### src/rtl/fp_exp_align.sv
// ---------------------------------------------------------------------------
// fp_exp_align
//
// Aligns the exponents of two floating-point operands ahead of an adder.
// The operand with the larger exponent (A wins ties) is passed through
// unchanged. The other mantissa gets two zero guard/round bits appended and
// is shifted right by the exponent difference. The shift is done one bit
// per clock and is capped at MAN_W+2, because beyond that nothing is left.
// Every bit shifted out is ORed into sticky.
//
// Ports
//   clk        single clock, rising edge
//   rst        synchronous reset, active-high
//   in_valid   operand pair present on ea/eb/ma/mb
//   in_ready   block can accept an operand pair (IDLE only)
//   ea, eb     operand exponents (0 means the operand is zero)
//   ma, mb     operand mantissas, hidden bit included
//   out_valid  aligned result valid (DONE only)
//   out_ready  consumer accepts the result
//   er         larger (result) exponent
//   greater    1 when operand A holds the larger exponent
//   diff       |ea-eb|, EXP_W bits, never saturated
//   m_big      mantissa of the larger-exponent operand
//   m_small    aligned smaller mantissa with 2 guard/round bits
//   sticky     OR of every bit shifted out of m_small
// ---------------------------------------------------------------------------
module fp_exp_align #(
    parameter int EXP_W = 8,
    parameter int MAN_W = 24
) (
    input  logic               clk,
    input  logic               rst,
    input  logic               in_valid,
    output logic               in_ready,
    input  logic [EXP_W-1:0]   ea,
    input  logic [EXP_W-1:0]   eb,
    input  logic [MAN_W-1:0]   ma,
    input  logic [MAN_W-1:0]   mb,
    output logic               out_valid,
    input  logic               out_ready,
    output logic [EXP_W-1:0]   er,
    output logic               greater,
    output logic [EXP_W-1:0]   diff,
    output logic [MAN_W-1:0]   m_big,
    output logic [MAN_W+1:0]   m_small,
    output logic               sticky
);

    // Width of the aligned mantissa, which is also the largest useful shift.
    localparam int SW    = MAN_W + 2;
    localparam int CNT_W = $clog2(SW + 1);
    localparam int CMP_W = EXP_W + CNT_W;

    localparam logic [CNT_W-1:0] SH_MAX_C     = CNT_W'(SW);
    localparam logic [CMP_W-1:0] SH_MAX_CMP_C = CMP_W'(SW);

    typedef enum logic [1:0] {
        IDLE  = 2'd0,
        SHIFT = 2'd1,
        DONE  = 2'd2
    } state_t;

    state_t             state_reg,   state_next;
    logic [EXP_W-1:0]   er_reg,      er_next;
    logic               greater_reg, greater_next;
    logic [EXP_W-1:0]   diff_reg,    diff_next;
    logic [MAN_W-1:0]   m_big_reg,   m_big_next;
    logic [SW-1:0]      m_small_reg, m_small_next;
    logic               sticky_reg,  sticky_next;
    logic [CNT_W-1:0]   cnt_reg,     cnt_next;

    // ------------------------------------------------------------------
    // Operand classification at acceptance.
    // ------------------------------------------------------------------
    logic               a_zero;
    logic               b_zero;
    logic               a_ge_b;
    logic [EXP_W-1:0]   exp_diff;
    logic [CMP_W-1:0]   exp_diff_ext;
    logic [CNT_W-1:0]   shift_k;

    assign a_zero = (ea == '0);
    assign b_zero = (eb == '0);
    assign a_ge_b = (ea >= eb);

    // Modular subtraction. The larger value is always the minuend, so no
    // carry out can occur.
    assign exp_diff     = a_ge_b ? (ea - eb) : (eb - ea);
    assign exp_diff_ext = {{CNT_W{1'b0}}, exp_diff};

    // Cap the shift count. Past SW positions the operand is fully shifted
    // out, so further cycles would not change m_small or sticky.
    assign shift_k = (exp_diff_ext > SH_MAX_CMP_C) ? SH_MAX_C
                                                   : exp_diff_ext[CNT_W-1:0];

    // ------------------------------------------------------------------
    // One-bit right shift with zero fill, written per bit.
    // ------------------------------------------------------------------
    logic [SW-1:0] m_small_shr;

    generate
        for (genvar gi = 0; gi < SW; gi++) begin : g_shr
            if (gi == SW - 1) begin : g_msb
                assign m_small_shr[gi] = 1'b0;
            end else begin : g_body
                assign m_small_shr[gi] = m_small_reg[gi+1];
            end
        end
    endgenerate

    // ------------------------------------------------------------------
    // Next-state and datapath logic.
    // ------------------------------------------------------------------
    always_comb begin
        state_next   = state_reg;
        er_next      = er_reg;
        greater_next = greater_reg;
        diff_next    = diff_reg;
        m_big_next   = m_big_reg;
        m_small_next = m_small_reg;
        sticky_next  = sticky_reg;
        cnt_next     = cnt_reg;

        case (state_reg)
            IDLE: begin
                if (in_valid) begin
                    sticky_next = 1'b0;
                    cnt_next    = '0;
                    if (a_zero && b_zero) begin
                        er_next      = '0;
                        greater_next = 1'b1;
                        diff_next    = '0;
                        m_big_next   = '0;
                        m_small_next = '0;
                        state_next   = DONE;
                    end else if (a_zero) begin
                        // A is zero, so B passes through and nothing is
                        // aligned. diff still reports the raw difference.
                        er_next      = eb;
                        greater_next = 1'b0;
                        diff_next    = eb;
                        m_big_next   = mb;
                        m_small_next = '0;
                        state_next   = DONE;
                    end else if (b_zero) begin
                        er_next      = ea;
                        greater_next = 1'b1;
                        diff_next    = ea;
                        m_big_next   = ma;
                        m_small_next = '0;
                        state_next   = DONE;
                    end else begin
                        greater_next = a_ge_b;
                        er_next      = a_ge_b ? ea : eb;
                        diff_next    = exp_diff;
                        m_big_next   = a_ge_b ? ma : mb;
                        m_small_next = a_ge_b ? {mb, 2'b00} : {ma, 2'b00};
                        cnt_next     = shift_k;
                        state_next   = (shift_k == '0) ? DONE : SHIFT;
                    end
                end
            end

            SHIFT: begin
                m_small_next = m_small_shr;
                sticky_next  = sticky_reg | m_small_reg[0];
                cnt_next     = cnt_reg - 1'b1;
                // The count is at least 1 on entry. The zero test keeps a
                // corrupted counter from trapping the FSM here.
                if (cnt_reg <= CNT_W'(1)) begin
                    cnt_next   = '0;
                    state_next = DONE;
                end
            end

            DONE: begin
                if (out_ready) begin
                    state_next = IDLE;
                end
            end

            default: begin
                state_next = IDLE;
            end
        endcase
    end

    // ------------------------------------------------------------------
    // State and datapath registers. Reset overrides any handshake.
    // ------------------------------------------------------------------
    always_ff @(posedge clk) begin
        if (rst) begin
            state_reg   <= IDLE;
            er_reg      <= '0;
            greater_reg <= 1'b0;
            diff_reg    <= '0;
            m_big_reg   <= '0;
            m_small_reg <= '0;
            sticky_reg  <= 1'b0;
            cnt_reg     <= '0;
        end else begin
            state_reg   <= state_next;
            er_reg      <= er_next;
            greater_reg <= greater_next;
            diff_reg    <= diff_next;
            m_big_reg   <= m_big_next;
            m_small_reg <= m_small_next;
            sticky_reg  <= sticky_next;
            cnt_reg     <= cnt_next;
        end
    end

    // ------------------------------------------------------------------
    // Outputs come straight from registers.
    // ------------------------------------------------------------------
    assign in_ready  = (state_reg == IDLE);
    assign out_valid = (state_reg == DONE);
    assign er        = er_reg;
    assign greater   = greater_reg;
    assign diff      = diff_reg;
    assign m_big     = m_big_reg;
    assign m_small   = m_small_reg;
    assign sticky    = sticky_reg;

endmodule

### config.mk
export PLATFORM = sky130hd
export DESIGN_NAME = fp_exp_align
export DESIGN_NICKNAME = d
export VERILOG_FILES = /design/src/rtl/fp_exp_align.sv
export SDC_FILE = /design/constraint.sdc
export NUM_CORES = 1
export LEC_CHECK = 0
export ABC_AREA = 1
export CAP_MARGIN = 30
export CORE_MARGIN = 3
export CORE_UTILIZATION = 48
export DETAILED_ROUTE_END_ITERATION = 10
export PLACE_DENSITY = 0.81
export REMOVE_ABC_BUFFERS = 1
export SLEW_MARGIN = 20
export SYNTH_ARGS = -nofsm -noshare
export SYNTH_HDL_FRONTEND = slang
export SYNTH_SLANG_ARGS = --single-unit
### constraint.sdc
create_clock -name clk -period 2.5 [get_ports clk]
set_input_delay 0.375 -clock clk [delete_from_list [all_inputs] [get_ports clk]]
set_output_delay 0.375 -clock clk [all_outputs]
set_load 0.02 [all_outputs]
Figure 1. Signal metal coverage by tile.
Scale bar: 20 µm. 21 x 21 tiles, from dark purple (low) to yellow (high), scaled to the fullest tile. Values are wire area over tile area, all layers added.
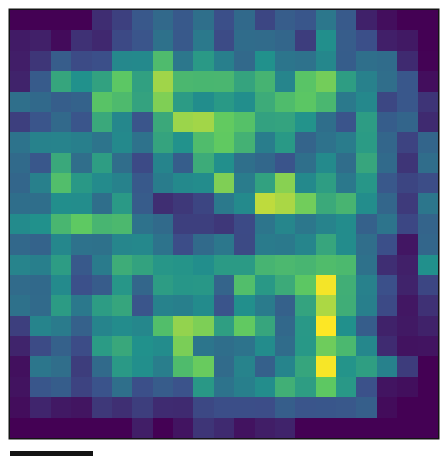
mean over tiles	0.23
tiles over half the peak	27%
densest ninth of the die	top middle
fullest tile	0.61
Via Count: 5413
Routed wire per std cell: 14.9 µm

Figure 2. Where the registers sit.
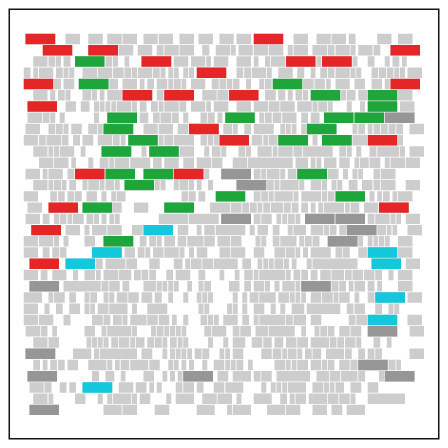
netlist name	colour	flops
m_small	green	26
diff	cyan	8
m_big	red	24
Reg area: 1500 µm²
final cell utilization of the core: 77.6%
reported sequential group power: 1690 µW
flop share of the area: 21.6%

==> impl_metrics.xml <==
<?xml version="1.0" encoding="UTF-8"?>
<metrics>
  <group name="final_layout">
    <metric name="sh_comb_area" unit="%">38.8</metric>
    <metric name="multi_input_comb_cells" unit="">493</metric>
    <metric name="nets" unit="">972</metric>
    <metric name="logic_area" unit="µm²">2700</metric>
    <metric name="antenna_cells_inserted" unit="">0</metric>
    <metric name="area_growth_syn_to_layout" unit="%">52.3</metric>
    <metric name="sequential_cell_total" unit="">75</metric>
    <metric name="fin_area" unit="µm²">6960</metric>
    <metric name="finish.cell_count_without_fillers" unit="">1016</metric>
    <metric name="layout.non_clock_inverters" unit="">86</metric>
    <metric name="largest_register_ffs" unit="">26</metric>
  </group>
  <group name="yosys">
    <metric name="synthSimpleGateAreaFrac" unit="%">23.0</metric>
    <metric name="async_flop_share" unit="%">0</metric>
    <metric name="synth_top_flop_cell" unit="">sky130_fd_sc_hd__dfxtp_1</metric>
    <metric name="yosys_area" unit="µm²">4570</metric>
    <metric name="post_syn_area_per_cell" unit="µm²">6.61</metric>
    <metric name="post_synth_fa_ha_maj_area_fraction" unit="%">5.53</metric>
    <metric name="synthTopCellsByArea" unit="">sky130_fd_sc_hd__dfxtp_1 33%, sky130_fd_sc_hd__nand2_1 16%, sky130_fd_sc_hd__a21oi_1 11%</metric>
    <metric name="ys_ff" unit="">75</metric>
    <metric name="enable_flop_cells" unit="">0</metric>
    <metric name="yosys.cell_types.count" unit="">32</metric>
    <metric name="synth.cellmix.compoundShare" unit="%">25.9</metric>
    <metric name="commonest_cells_post_synth" unit="">200 x sky130_fd_sc_hd__nand2_1, 96 x sky130_fd_sc_hd__a21oi_1, 83 x sky130_fd_sc_hd__inv_1</metric>
    <metric name="netlist.top_cell.by_area" unit="">sky130_fd_sc_hd__dfxtp_1</metric>
    <metric name="postSynthSeqShare" unit="%">32.8</metric>
    <metric name="synth_dominant_cell_count" unit="">sky130_fd_sc_hd__nand2_1</metric>
    <metric name="logic_family" unit="">AND-OR/OR-AND gates</metric>
    <metric name="post_synth_inst_count" unit="">692</metric>
    <metric name="synth.mux.area_fraction" unit="%">0</metric>
    <metric name="share_of_the_synthesized_netlist_area_taken_by_xor_and_xnor_gates" unit="%">1.34</metric>
    <metric name="yosys.area.top_type_share" unit="%">32.8</metric>
  </group>
  <group name="critical_path">
    <metric name="r2r_setup_slack" unit="ns">0.82</metric>
    <metric name="worst_setup_path_start_kind" unit="">input pin</metric>
    <metric name="end_kind" unit="">flip-flop</metric>
    <metric name="critical_path.max_fanout" unit="">47</metric>
    <metric name="crit_path_cell_trace" unit="">clkdlybuf4s50_1 -&gt; buf_4 -&gt; ha_1 -&gt; inv_1 -&gt; nand2_2 -&gt; a21oi_4 -&gt; nand3_2 -&gt; o21ai_4 -&gt; buf_12 -&gt; a21oi_1 -&gt; o21ai_0 -&gt; a21oi_1</metric>
    <metric name="crit_arrival" unit="ns">2.63</metric>
    <metric name="timing.critical_path.mode_cell" unit="">sky130_fd_sc_hd__a21oi_1</metric>
    <metric name="cp-startpoint" unit="">ea[5]</metric>
    <metric name="worst_ep_required_time" unit="ns">2.73</metric>
    <metric name="reg2reg_to" unit="">m_big[15]$_SDFFE_PP0P_</metric>
    <metric name="cpMaxStageDelayCell" unit="">sky130_fd_sc_hd__clkdlybuf4s50_1</metric>
    <metric name="launch_instance_of_the_worst_register_to_register_path" unit="">state_reg[0]$_SDFFE_PP0P_</metric>
  </group>
  <group name="final_timing">
    <metric name="shortest_period_the_worst_path_allows" unit="ns">2.40</metric>
    <metric name="fmax" unit="GHz">0.417</metric>
    <metric name="report.final.slew_viol_count" unit="">0</metric>
    <metric name="post-route-worst-setup-slack" unit="ns">0.103</metric>
    <metric name="slew-limit-headroom" unit="%">67.9</metric>
    <metric name="hold_violations" unit="">0</metric>
    <metric name="worstMarginPinSlew" unit="ns">0.481</metric>
    <metric name="finalClockPeriodUsage" unit="%">95.9</metric>
  </group>
  <group name="clock_tree">
    <metric name="cts_hold_buffers" unit="">0</metric>
    <metric name="numClockSinks" unit="">75</metric>
    <metric name="cts-root-buf" unit="">sky130_fd_sc_hd__clkbuf_8</metric>
    <metric name="tritoncts" unit="">yes</metric>
    <metric name="clk_pin_slew" unit="ns">0.08</metric>
    <metric name="htree_levels" unit="">3</metric>
  </group>
  <group name="placement">
    <metric name="post_dp_cell_area" unit="µm²">6560</metric>
    <metric name="dp.final_hpwl" unit="mm">11.3</metric>
    <metric name="port-buffer-count" unit="">137</metric>
    <metric name="place_worst_setup_slack" unit="ns">-0.436</metric>
    <metric name="placed_cell_count" unit="">995</metric>
  </group>
  <group name="global_route">
    <metric name="grt_first_pass_wirelength" unit="mm">24.0</metric>
    <metric name="grt_remaining_overflow" unit="">0</metric>
    <metric name="number_of_antenna_violations_at_the_first_check_in_global_routing" unit="">0</metric>
    <metric name="overall_global_routing_usage" unit="%">26.5</metric>
    <metric name="grt_start_max_net_pins" unit="">49</metric>
  </group>
  <group name="pwr">
    <metric name="design_power_total" unit="µW">5680</metric>
    <metric name="power.static_leakage" unit="µW">0.00306</metric>
  </group>
  <group name="outcome">
    <metric name="run_status" unit="">finished, final reports clean</metric>
  </group>
  <group name="floorplan">
    <metric name="die_span_in_y" unit="µm">104</metric>
    <metric name="floorplan.io_pins" unit="">138</metric>
    <metric name="floorplan.rows" unit="">34</metric>
    <metric name="tap_cells" unit="">126</metric>
    <metric name="fp.coreArea" unit="µm²">8980</metric>
    <metric name="initial_core_util" unit="%">50.9</metric>
    <metric name="die_width" unit="µm">104</metric>
  </group>
  <group name="worst_hold_path">
    <metric name="timing.hold.worst_path_depth" unit="">2</metric>
    <metric name="hold_class" unit="">reg -&gt; reg</metric>
    <metric name="worst_hold_startpoint" unit="">m_big[1]$_SDFFE_PP0P_</metric>
  </group>
  <group name="routing">
    <metric name="ant_nets" unit="">0</metric>
    <metric name="vias_per_std_cell" unit="">5.33</metric>
    <metric name="drc_errors" unit="">0</metric>
    <metric name="drt_pass1_iterations" unit="">5</metric>
  </group>
  <group name="run">
    <metric name="log.warning_count" unit="">33</metric>
  </group>
</metrics>
Figure 3. The metal 4 layer.
Scale bar: 20 µm. Supply wires on this layer in grey.
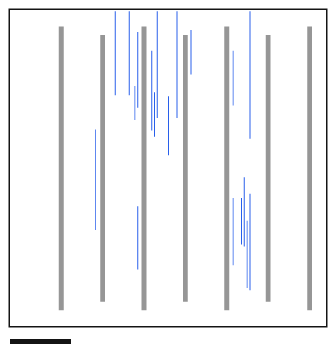
wire length on this layer	457 µm
main direction	vertical
share of all routed wire	3.0%
nets with wire on the layer	18
longest straight run	41.5 µm
aggregate routed wire length: 15.2 mm

Figure 4. Clock network drawn from the DEF.
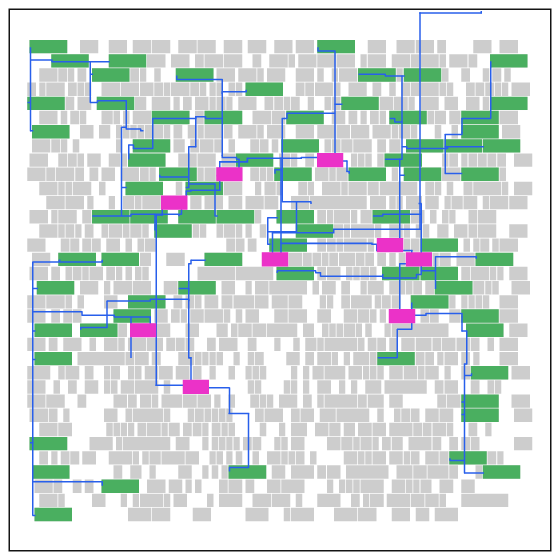
[flip-flops] green | count: 75
[clock wires] blue | length: 957 µm
[clock-net drivers] magenta | count: 9
flops lie	widely spread
routed clock nets	10
reported clock group power: 1030 µW
maximum clock skew at final layout: 0.00837 ns
insertion delay at the late pin of the worst-skew pair: 0.35 ns

## routing by layer
metal	share of wire, %	routed length, µm	up-vias	GRT usage, %
met2	49	7440	209	46.7
met5	0	0	-	0
met4	3.0	456	0	9.12
met3	6.8	1030	42	5.22
li1	-	-	2680	-
met1	41	6240	2482	32.4
## repair_timing
item	4_1_cts	5_1_grt
gates cloned	0	1
setup buffers	0	4
pin swaps	0	13
endpoints found under the setup margin	13	51
resized	2	36
## critical path, delay by kind of cell
kind / cells / cell delay (ns)
AND/OR/NAND/NOR: 2 / 0.30
adder cells (fa/ha/maj): 1 / 0.20
buffers and inverters: 4 / 0.91
AND-OR/OR-AND: 5 / 0.80
## report_power, final
part	switching [µW]	leakage [µW]	total (µW)	internal [µW]
clock	469	0.000111	1030	565
combinational	1670	0.00233	2950	1280
sequential	206	0.000617	1690	1490
No activity file was given, so power comes from the tool's default toggle rates.
